**src/rtl/regfile_seq.sv**
```systemverilog
// Command sequencer that drives the 8x16 register file port. It expands WRIMM, READ,
// COPY and SWAP commands into per-cycle read and write strobes.
//   state | meaning
//   IDLE  | cmd_ready high; the command is latched on cmd_valid
//   RD_A  | present ra on readnum; capture Ra into tmp_a
//   RD_B  | present rb on readnum; capture Rb into tmp_b
//   WR_A  | write imm (WRIMM) or tmp_b (SWAP) into Ra
//   WR_B  | write tmp_a into Rb
//   DONE  | one-cycle done pulse, result valid
module regfile_seq #(
  parameter int DATA_W = 16,
  parameter int ADDR_W = 3
) (
  input  logic              clk,
  input  logic              reset,
  input  logic              cmd_valid,
  output logic              cmd_ready,
  input  logic [1:0]        cmd_op,
  input  logic [ADDR_W-1:0] cmd_ra,
  input  logic [ADDR_W-1:0] cmd_rb,
  input  logic [DATA_W-1:0] cmd_imm,
  output logic [ADDR_W-1:0] rf_writenum,
  output logic              rf_write,
  output logic [ADDR_W-1:0] rf_readnum,
  output logic [DATA_W-1:0] rf_data_in,
  input  logic [DATA_W-1:0] rf_data_out,
  output logic              done,
  output logic [DATA_W-1:0] result
);

  typedef enum logic [2:0] {
    IDLE = 3'd0,
    RD_A = 3'd1,
    RD_B = 3'd2,
    WR_A = 3'd3,
    WR_B = 3'd4,
    DONE = 3'd5
  } state_t;

  localparam logic [1:0] OP_WRIMM = 2'b00;
  localparam logic [1:0] OP_READ  = 2'b01;
  localparam logic [1:0] OP_COPY  = 2'b10;
  localparam logic [1:0] OP_SWAP  = 2'b11;

  state_t            state, state_nxt;
  logic [1:0]        op_q;
  logic [ADDR_W-1:0] ra_q, rb_q;
  logic [DATA_W-1:0] imm_q, tmp_a, tmp_b;

  always_ff @(posedge clk or posedge reset) begin
    if (reset) begin
      state  <= IDLE;
      op_q   <= '0;
      ra_q   <= '0;
      rb_q   <= '0;
      imm_q  <= '0;
      tmp_a  <= '0;
      tmp_b  <= '0;
      result <= '0;
    end else begin
      state <= state_nxt;
      if (state == IDLE && cmd_valid) begin
        op_q  <= cmd_op;
        ra_q  <= cmd_ra;
        rb_q  <= cmd_rb;
        imm_q <= cmd_imm;
      end
      if (state == RD_A) tmp_a <= rf_data_out;
      if (state == RD_B) tmp_b <= rf_data_out;
      // READ goes RD_A->DONE directly, so its result comes straight off the port.
      if (state_nxt == DONE) begin
        if (op_q == OP_WRIMM)   result <= imm_q;
        else if (state == RD_A) result <= rf_data_out;
        else                    result <= tmp_a;
      end
    end
  end

  always_comb begin
    state_nxt = state;
    case (state)
      IDLE: if (cmd_valid) state_nxt = (cmd_op == OP_WRIMM) ? WR_A : RD_A;
      RD_A: begin
        case (op_q)
          OP_SWAP: state_nxt = RD_B;
          OP_COPY: state_nxt = WR_B;
          default: state_nxt = DONE;
        endcase
      end
      RD_B:    state_nxt = WR_A;
      WR_A:    state_nxt = (op_q == OP_SWAP) ? WR_B : DONE;
      WR_B:    state_nxt = DONE;
      DONE:    state_nxt = IDLE;
      default: state_nxt = IDLE;
    endcase
  end

  always_comb begin
    cmd_ready   = (state == IDLE);
    done        = (state == DONE);
    rf_write    = 1'b0;
    rf_writenum = '0;
    rf_data_in  = '0;
    rf_readnum  = ra_q;
    case (state)
      RD_B: rf_readnum = rb_q;
      WR_A: begin
        rf_write    = 1'b1;
        rf_writenum = ra_q;
        rf_data_in  = (op_q == OP_SWAP) ? tmp_b : imm_q;
      end
      WR_B: begin
        rf_write    = 1'b1;
        rf_writenum = rb_q;
        rf_data_in  = tmp_a;
      end
      default: ;
    endcase
  end

endmodule

```
**config.mk**
```make
export PLATFORM = sky130hd
export DESIGN_NAME = regfile_seq
export DESIGN_NICKNAME = d
export VERILOG_FILES = /design/src/rtl/regfile_seq.sv
export SDC_FILE = /design/constraint.sdc
export NUM_CORES = 1
export LEC_CHECK = 0
export ABC_CLOCK_PERIOD_IN_PS = 2600
export CAP_MARGIN = 20
export CORE_ASPECT_RATIO = 0.6
export CORE_MARGIN = 8
export CORE_UTILIZATION = 41
export CTS_CLUSTER_SIZE = 28
export DETAILED_ROUTE_END_ITERATION = 8
export GPL_ROUTABILITY_DRIVEN = 0
export PLACE_DENSITY = 0.73
export REMOVE_ABC_BUFFERS = 1
export SLEW_MARGIN = 20
export SYNTH_ARGS = -nofsm -noshare
export SYNTH_HDL_FRONTEND = slang
export SYNTH_SLANG_ARGS = --single-unit
```
**constraint.sdc**
```tcl
create_clock -name clk -period 2.6 [get_ports clk]
set_clock_uncertainty 0.1 [all_clocks]
set_input_delay 0.39 -clock clk [delete_from_list [all_inputs] [get_ports clk]]
set_output_delay 0.39 -clock clk [all_outputs]
set_load 0.05 [all_outputs]
```
==> impl_metrics.toml, run 1 <==
# generated from flow reports
[floorplan]
initial_utilization = 0.4261
rows = 26
core-area_um2 = 8621
die_area_um2 = 12340
taps = 112
ios = 84
die_h_um = 89.32
dieWidth_um = 138.2

[global_routing]
grt_util_all_layers = 0.1657
top_usage_layer = "met2"
grt_pass1_wl_mm = 15.90
grt_max_degree = 36
grt_pass1_vias = 2952
grt_use_met3 = 0.08011
antenna_found_initial = 0
grt_util_met2 = 0.2555
grtUsageMet1 = 0.2052
grt.overflow.total = 0

[detailed_routing]
dr.pass1.iters = 4
drt-total-wl_mm = 9.908
wl_met1_mm = 4.544
ant_nets = 0
drc = 0
wl_per_cell_um = 18.11
vias_per_cell = 5.316
vias = 2908
top_layer = "met4"
routed-wl-met2_mm = 4.332
met3_length_um = 956
drt_iter0_drc = 163

[job]
maxCapViolations = 0

[layout]
syn_to_final_growth_pct = 39.54
layout-drive-gt1-share = 0.1678
buffers = 96
seqCellArea_um2 = 1878
final_nets = 474
seq_area_frac = 0.3664
layout_top_cell = "nand2_1"
clockNetworkAreaShare = 0.05760
fillers = 700
lay_top_cells = "nand2_1, dfrtp_1, clkdlybuf4s50_1"
largest_cell_class = "registers"
fin_cells = 547
comb_share = 0.3258
buf_share = 0.2211
diodes = 0

[yosys]
numSynthFlops = 75
syn_inst = 349
seq_area_frac_synth = 0.5109
ff_type = "dfrtp_1"
topCombFamilyByArea = "multiplexers"
yosys.area_share.simple = 0.1856
xor_share = 0
async_flop_share = 1.000
edf_count = 0
top_cells_by_area = "dfrtp_1, mux2_1, nand2_1, nand3_1, mux2_2"
adder_share = 0
yosys.area.top_type = "dfrtp_1"
ys_types = 31
top_cell_area_share = 0.5109
synth_warnings = 0
avgSynthCellArea_um2 = 10.53
aoi_share = 0.03985
ys_cells = 349
syn_area_um2 = 3674
yosys_area_um2 = 3674

[final_timing]
rsz0062_at_grt = "no"
finalClockPeriodUsage = 0.9532
slew-limit-headroom = 0.5476
slew_viol_final = 0
hold_viol = 0
timing.fmax_mhz = 403.5
whs_ns = 0.3462
worstMarginPinSlew_ns = 0.6786
period_minus_slack_ns = 2.478
setup_viol = 0

[place]
portBuffers = 83
dp_hpwl_mm = 6.733
place_inst = 532

[power]
ir_drop_uv = 624.1
seqPwrFrac = 0.290
pwr-share-comb = 0.551
power.density_nw_per_um2 = 1512
p_leak_nw = 2.326
p_total_mw = 7.752
power.net_switching_mw = 3.380
clkPwrFrac = 0.159
intPower_mw = 4.373
p_sw_frac = 0.4360

[status]
status = "complete, no violations"

[clock_network]
cts_setup_buffers = 0
clkTransAtPathRegs_ns = 0.06
holdBufCountCts = 0
clk_path_buf_depth = 2
h-tree-depth = 3
post_cts_resize_count = 0
cts_root_buf = "clkbuf_16"
clock_sinks = 75

[worst_setup_path]
crit_chain = "nand3b_1 -> buf_4 -> o21ai_0 -> buf_12"
slowest_stage = "dfrtp_1"
startpoint_type = "register"
path_delay_family = "flip-flops"
cp_max_fo = 17
crit_arrival_ns = 1.99
crit_type = "reg -> out"
end_kind = "output port"
required_ns = 2.11
cp.buffers_inverters = 2

[hold_path]
hp-class = "in -> async"
-- run 1: registers in the layout, indices dropped and copies added (netlist names) --
name and flops:
ra_q 3, op_q 2, result 16, state 3, imm_q 16, tmp_b 16
rb_q 3, tmp_a 16
-- run 1: through the flow --
stage / setup TNS [ns] / setup slack (ns) / instance area, um2 / util
final: 0 / 0.1216 / 5126 / 0.5946
after detailed placement: 0 / 0.4647 / 4830 / 0.5602
after CTS: 0 / 0.09198 / 5125 / 0.5945
after floorplan: -3.344 / -0.5597 / 3537 / -
after global routing: 0 / 0.04433 / 5126 / 0.5946
after global placement: 0 / 0.4775 / 4830 / 0.5602
-- run 1: worst paths after layout --
path                       cells after the start                  from                      to  slack (ns)
max                                            4    state[0]$_DFF_PP0_          rf_data_in[12]        0.12
min                                            2                 reset  result[11]$_DFFE_PP0N_        0.35
max reg2reg                                    5    state[0]$_DFF_PP0_  result[10]$_DFFE_PP0N_        0.61
min reg2reg                                    1  tmp_b[0]$_DFFE_PP0P_    tmp_b[0]$_DFFE_PP0P_        0.39
max in group asynchronous                      3                 reset      state[1]$_DFF_PP0_        1.45
min in group clk                               1  tmp_b[0]$_DFFE_PP0P_    tmp_b[0]$_DFFE_PP0P_        0.39
-- run 1: power by group through the flow --
stage	registers, mW	clock network, mW	logic, mW
6_report	2.25	1.23	4.27
5_1_grt	2.32	1.31	4.56
4_1_cts	2.24	1.26	4.31
3_5_place_dp	2.25	0	4.29
3_3_place_gp	2.20	0	4.20
2_1_floorplan	2.52	0	2.35
-- run 1: cell usage after synthesis, types with 4 or more instances --
library cell and instances:
mux2i_1 16, o21ai_1 10, dfrtp_1 75, buf_2 10, mux2_1 43, o21ai_0 7, clkbuf_1 9, nand2_1 81
buf_4 4, nand3_1 48, mux2_2 16
Fig. 1: run 1, the clock network
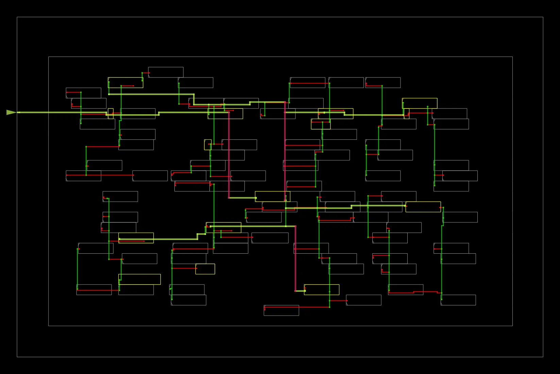
cts bufs inserted: 9
flop count: 75
clk_lat worst skew: 0.33 ns
clock buffer count: 13

Fig. 2: run 1, power grid
The bar under the picture is 50 um long. Pins as bars on the die edge.
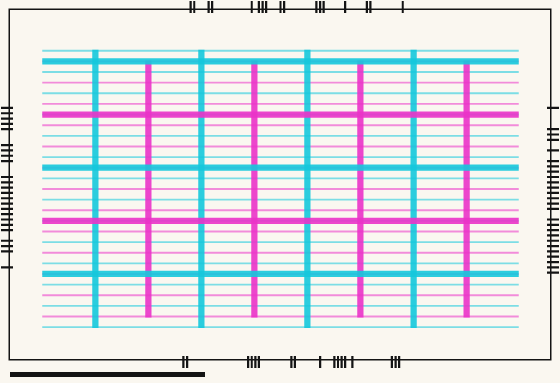
VSS: shown in cyan. VDD: shown in magenta.
8 straps on met4. 5 straps on met5. The core has 26 rows.

Fig. 3: run 1, signal wires by layer
The bar under the picture is 50 um long. Only two layers are drawn.
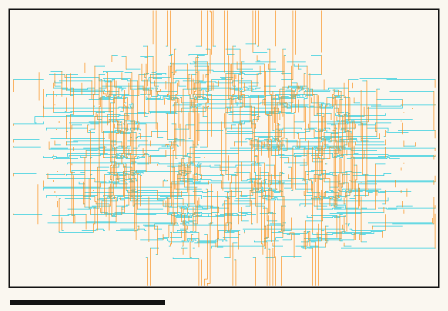
metal 1: shown in cyan, wire length 4540 um. metal 2: shown in orange, wire length 4330 um.

==> run 2: changes to the inputs <==
--- a/config.mk
+++ b/config.mk
@@ -5,12 +5,11 @@
 export SDC_FILE = /design/constraint.sdc
 export NUM_CORES = 1
 export LEC_CHECK = 0
-export ABC_CLOCK_PERIOD_IN_PS = 2600
 export CAP_MARGIN = 20
 export CORE_ASPECT_RATIO = 0.6
 export CORE_MARGIN = 8
 export CORE_UTILIZATION = 41
-export CTS_CLUSTER_SIZE = 28
+export CTS_CLUSTER_SIZE = 12
 export DETAILED_ROUTE_END_ITERATION = 8
 export GPL_ROUTABILITY_DRIVEN = 0
 export PLACE_DENSITY = 0.73
Fig. 4: run 2, the clock network
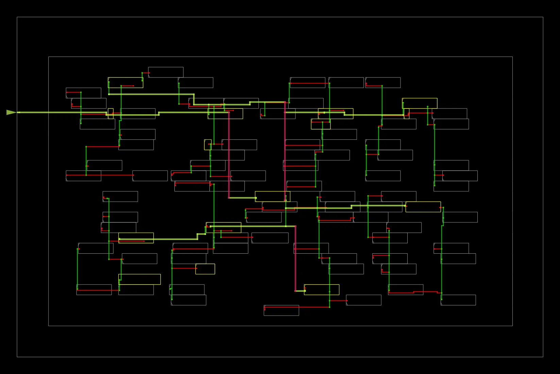
# clock sinks: 75
Power Clock: 1.23 mW

Fig. 5: run 2, power grid
The bar under the picture is 50 um long. Pins as bars on the die edge.
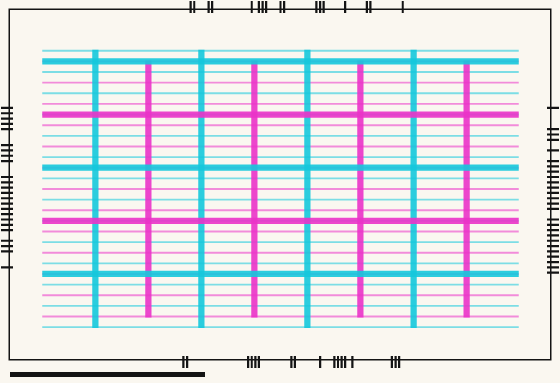
VDD: shown in magenta. VSS: shown in cyan.
5 straps on met5. 27 met1 rails follow the rows. The core has 26 rows. 8 straps on met4. 84 signal pins sit on the boundary.

==> impl_metrics.toml, run 2 <==
# generated from flow reports
[status]
status = "complete, no violations"

[power]
power.density_nw_per_um2 = 1512
ir_drop_uv = 624.1
p_leak_nw = 2.326
p_total_mw = 7.752

[job]
maxCapViolations = 0
tool_warnings = 25

[detailed_routing]
vias = 2908
drt-total-wl_mm = 9.908
ant_nets = 0
vias_per_cell = 5.316
drt_iter0_drc = 163
drc = 0
dr.pass1.iters = 4
wl_per_cell_um = 18.11

[clock_network]
holdBufCountCts = 0
cts_root_buf = "clkbuf_16"
cts_tree = "yes"
cts_made_buffers = 9
clkTransAtPathRegs_ns = 0.06
cts_setup_buffers = 0
clk_path_buf_depth = 2
post_cts_resize_count = 0
insertion_delay_ns = 0.33
h-tree-depth = 3

[layout]
layout_top_cell = "nand2_1"
final_util = 0.5946
diodes = 0
mi_logic_area_um2 = 1670
finalInstanceArea_um2 = 5126
lay_top_cells = "nand2_1, dfrtp_1, clkdlybuf4s50_1"
layout-drive-gt1-share = 0.1678
seqCellArea_um2 = 1878
syn_to_final_growth_pct = 39.54
fillers = 700
final_nets = 474
fin_cells = 547

[place]
place_inst = 532
placed_area_um2 = 4830
place_ws_ns = 0.4647
dp_hpwl_mm = 6.733
portBuffers = 83

[yosys]
yosys_area_um2 = 3674
async_flop_share = 1.000
top_cells_by_count = "nand2_1, dfrtp_1, nand3_1, mux2_1"
syn_inst = 349
ys_cells = 349
ys_types = 31
edf_count = 0
numSynthFlops = 75
yosys.area.top_type = "dfrtp_1"
syn_area_um2 = 3674
most_common_cell = "nand2_1"
avgSynthCellArea_um2 = 10.53
ff_type = "dfrtp_1"
top_cell_area_share = 0.5109
seq_area_frac_synth = 0.5109
synth_warnings = 0
top_cells_by_area = "dfrtp_1, mux2_1, nand2_1, nand3_1, mux2_2"

[worst_setup_path]
path_delay_family = "flip-flops"
required_ns = 2.11
crit_chain = "nand3b_1 -> buf_4 -> o21ai_0 -> buf_12"
startpoint_type = "register"
cp_max_fo = 17
cpPeakStageDelay_ns = 0.61
crit_arrival_ns = 1.99
crit_type = "reg -> out"
slowest_stage = "dfrtp_1"
end_kind = "output port"
cp.buffers_inverters = 2

[floorplan]
rows = 26
dieWidth_um = 138.2
core-area_um2 = 8621
initial_utilization = 0.4261
die_area_um2 = 12340
die_h_um = 89.32
ios = 84

[global_routing]
grt_max_degree = 36
grt.overflow.total = 0
antenna_found_initial = 0
grt_util_all_layers = 0.1657
grt_pass1_wl_mm = 15.90
grt_pass1_vias = 2952

[final_timing]
slew-limit-headroom = 0.5476
worstMarginPinSlew_ns = 0.6786
hold_viol = 0
layout_setup_ws_ns = 0.1216
slew_viol_final = 0
period_minus_slack_ns = 2.478
setup_tns_ns = 0
rsz0062_at_grt = "no"
whs_ns = 0.3462
timing.fmax_mhz = 403.5
finalClockPeriodUsage = 0.9532
setup_viol = 0

[hold_path]
hp-class = "in -> async"
Fig. 6: run 2, signal wires on met3
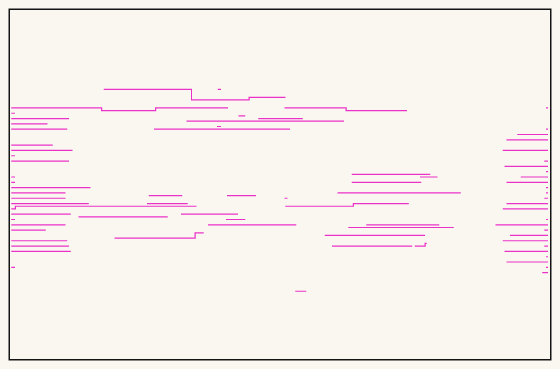
The layer holds 9.7% of the routed length. The layer carries 957 um of wire. The wires run mostly horizontal. The longest straight run is 46.2 um. 64 nets have wire on it.

## run 2: cell counts in the layout (fill, tap and decap cells not counted)
No cell type changed its count.
## run 2: per-layer routing
layer | up-vias | wire length (um) | track usage
li1 | 1366 | - | -
met5 | - | 0 | 0
met1 | 1426 | 4544 | 0.2052
met4 | 0 | 74 | 0.04118
met2 | 107 | 4332 | 0.2555
met3 | 9 | 956 | 0.08011
## run 2: layout make-up
| class | count | share of cell area |
|---|---|---|
| sequential | 75 | 0.3664 |
| multi-input combinational | 247 | 0.3258 |
| timing repair buffer | 96 | 0.2211 |
| clock buffer | 13 | 0.05077 |
| tap | 112 | 0.02734 |
| clock inverter | 2 | 0.006834 |
| inverter | 2 | 0.001709 |
## run 2: final timing paths
path / to / startpoint / depth (start not counted) / slack [ns]
setup / recovery: rf_data_in[12] / state[0]$_DFF_PP0_ / 4 / 0.12
min in group clk: tmp_b[0]$_DFFE_PP0P_ / tmp_b[0]$_DFFE_PP0P_ / 1 / 0.39
setup reg to reg: result[10]$_DFFE_PP0N_ / state[0]$_DFF_PP0_ / 5 / 0.61
hold reg to reg: tmp_b[0]$_DFFE_PP0P_ / tmp_b[0]$_DFFE_PP0P_ / 1 / 0.39
hold / removal: result[11]$_DFFE_PP0N_ / reset / 2 / 0.35
max in group asynchronous: state[1]$_DFF_PP0_ / reset / 3 / 1.45
## run 2: cell families after synthesis
family / after synthesis / synth area share
AND-OR/OR-AND: 25 / 0.03985
buffers and inverters: 27 / 0.03917
flip-flops: 75 / 0.5109
multiplexers: 75 / 0.2245
AND/OR/NAND/NOR: 147 / 0.1856
## run 2: report_power, final
group / internal, mW / switching [mW]
clock network: 0.788 / 0.442
logic: 1.81 / 2.46
registers: 1.77 / 0.478
total: 4.37 / 3.38
Power is estimated from default activity; no workload was simulated.
